**Cell outlines without signal wires**

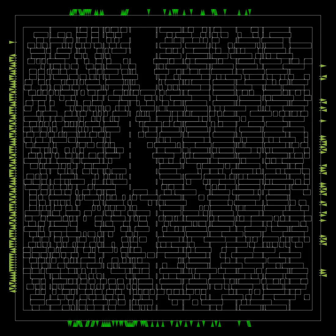
**A small window of the routed layout**

Window x 54 to 104, y 86 to 136 um. Cells in gray, sequential cells in the stronger gray; small squares are vias.
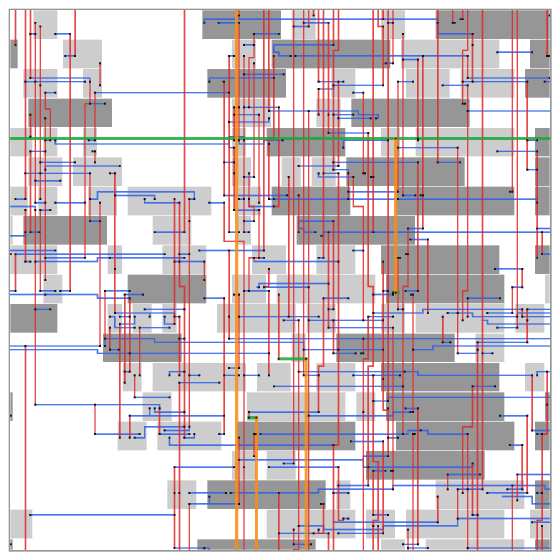
==> config.mk <==
export PLATFORM = sky130hd
export DESIGN_NAME = alu_sequencer
export DESIGN_NICKNAME = d
export VERILOG_FILES = /design/src/rtl/alu_sequencer.sv
export SDC_FILE = /design/constraint.sdc
export NUM_CORES = 1
export LEC_CHECK = 0
export ABC_CLOCK_PERIOD_IN_PS = 2600
export CAP_MARGIN = 15
export CELL_PAD_IN_SITES_DETAIL_PLACEMENT = 1
export CELL_PAD_IN_SITES_GLOBAL_PLACEMENT = 1
export CORE_MARGIN = 4
export CORE_UTILIZATION = 40
export DETAILED_ROUTE_END_ITERATION = 7
export GPL_TIMING_DRIVEN = 0
export PLACE_DENSITY_LB_ADDON = 0.1
export SYNTH_ARGS = -nofsm -noshare
export SYNTH_HDL_FRONTEND = slang
export SYNTH_SLANG_ARGS = --single-unit
==> constraint.sdc <==
create_clock -name clk -period 2.6 [get_ports clk]
set_input_delay 0.52 -clock clk [delete_from_list [all_inputs] [get_ports clk]]
set_output_delay 0.52 -clock clk [all_outputs]
set_load 0.1 [all_outputs]
==> impl_metrics.yaml <==
# synthesis and place-and-route metrics
logic_synthesis:
  common_cells: "edfxtp_1, and2_1, dfxtp_1, o21ai_0"
  synth_chip_area_sq_um: 9060
  avgSynthCellArea_sq_um: 14.0
  yosysUniqueCellTypes: 32
  yosys.stat.seqShare_pct: 63.2
  synth_nets: 755
  syn-cell-area_sq_um: 9060
  yosys-top-cells-area: "edfxtp_1, dfxtp_1, mux4_2, nand4b_1, and2_1"
final_layout:
  largest_reg_flops: 128
  drive_gt1_share_pct: 19.2
  post-route-util_pct: 56.0
cts:
  clkTransAtPathRegs_ns: 0.06
  insertion_delay_ns: 0.50
  cts_tree: "built"
worst_setup_path:
  crit_path_max_fanout: 10
  critical_path_arrival_ns: 2.03
global_routing:
  grt_max_degree: 36
  grt_usage_pct: 20.2
  grt_pass1_wl_mm: 39.2
placement:
  numPortBuffers: 211
die:
  fp_util_pct: 41.1
  row_count: 54
timing:
  period_minus_slack_ns: 2.55
outcome:
  outcome: "finished, final reports clean"
About 'cell outlines without signal wires':
Core ar.: 22000 sq um
Seq area share: 46.5%

About 'a small window of the routed layout':
- orange: M4
- green: M3
- red: M2
- blue: M1
- sequential cells in the window: 24
- cells with their middle in the window: 91
- most frequent: edfxtp_1 (15), and2_1 (8), dfxtp_1 (6)

-- final cells by class --
cell class / instances / area [sq um] / share of cell area (%)
Multi-Input combinational cell: 374 / 3100 / 25.1
Clock buffer: 34 / 669 / 5.43
Tap cell: 280 / 350 / 2.84
Antenna cell: 1 / 2.50 / 0.0203
Inverter: 2 / 7.51 / 0.0609
Clock inverter: 10 / 96.3 / 0.781
Buffer: 54 / 292 / 2.36
Timing Repair Buffer: 213 / 2080 / 16.9
Sequential cell: 216 / 5730 / 46.5
-- cell usage in the layout, fill, tap and decap left out, types with 2 or more instances in the layout --
cell             count
a21oi_1              4
and2_1              80
and2_2              26
buf_1                2
buf_12               2
buf_2               15
buf_4               32
buf_6                4
buf_8                2
bufinv_16            2
clkbuf_1            32
clkbuf_16           25
clkbuf_2             9
clkbuf_8             2
clkdlybuf4s50_1    163
clkinv_1             3
clkinv_2             5
dfxtp_1             73
dfxtp_2              3
dlygate4sd2_1        2
dlymetal6s2s_1      10
edfxtp_1           140
ha_1                 3
mux4_2              35
nand2_1              2
nand2b_1            67
nand4b_1            67
nor2_1               3
nor2b_1              2
o21ai_0             69
or2_4                3
or3_1                2
-- metrics by stage --
| step | setup TNS [ns] | hold WS (ns) | total power, mW | area [sq um] | std cells |
|---|---|---|---|---|---|
| floorplan | 0 | 0.454 | 6.81 | 9060 | 646 |
| global placement | -115.95 | 0.458 | 7.75 | 11500 | 1137 |
| detailed placement | -86.19 | 0.468 | 7.81 | 11500 | 1138 |
| CTS | 0 | 0.482 | 11.1 | 12300 | 1183 |
| global route | -0.385 | 0.504 | 11.4 | 12300 | 1183 |
| finish | 0 | 0.471 | 11.0 | 12300 | 1184 |
-- per-layer routing --
| metal | up-vias | routed length (um) | track usage, % |
|---|---|---|---|
| met5 | - | 0 | 0 |
| met4 | 0 | 316 | 3.82 |
| met3 | 23 | 2310 | 7.56 |
| met2 | 180 | 13200 | 36.5 |
| met1 | 3132 | 9640 | 23.1 |
| li1 | 2871 | - | - |
-- power by group --
part / switching, mW / leakage [nW] / total (mW) / internal [mW]
Clock: 1.30 / 0.377 / 3.29 / 1.99
Combinational: 2.70 / 2.12 / 3.70 / 0.998
Sequential: 0.126 / 2.03 / 4.01 / 3.89
-- worst max-delay path, stage by stage, from the launching register on --
cell and delay (ns):
dfxtp_1 0.34, buf_6 0.19, buf_8 0.19, mux4_2 0.54
buf_4 0.25
-- logic make-up after synthesis --
family / count (synthesis) / share of synthesized area [%]
xor gates and xnor gates: 2 / 0.193
DFF: 216 / 63.2
buffers and inverters: 56 / 2.76
muxes: 36 / 8.81
and+or+nand+nor: 259 / 20.5
AOI/OAI and AO/OA: 74 / 4.13
adders and majority gates: 3 / 0.414
-- timing repair --
item / CTS / global route
gates cloned: 0 / 0
resized: 226 / 19
pin swaps: 1 / 0
endpoints found under the setup margin: 143 / 42
buffers inserted: 1 / 0
No activity file was given, so power comes from the tool's default toggle rates.
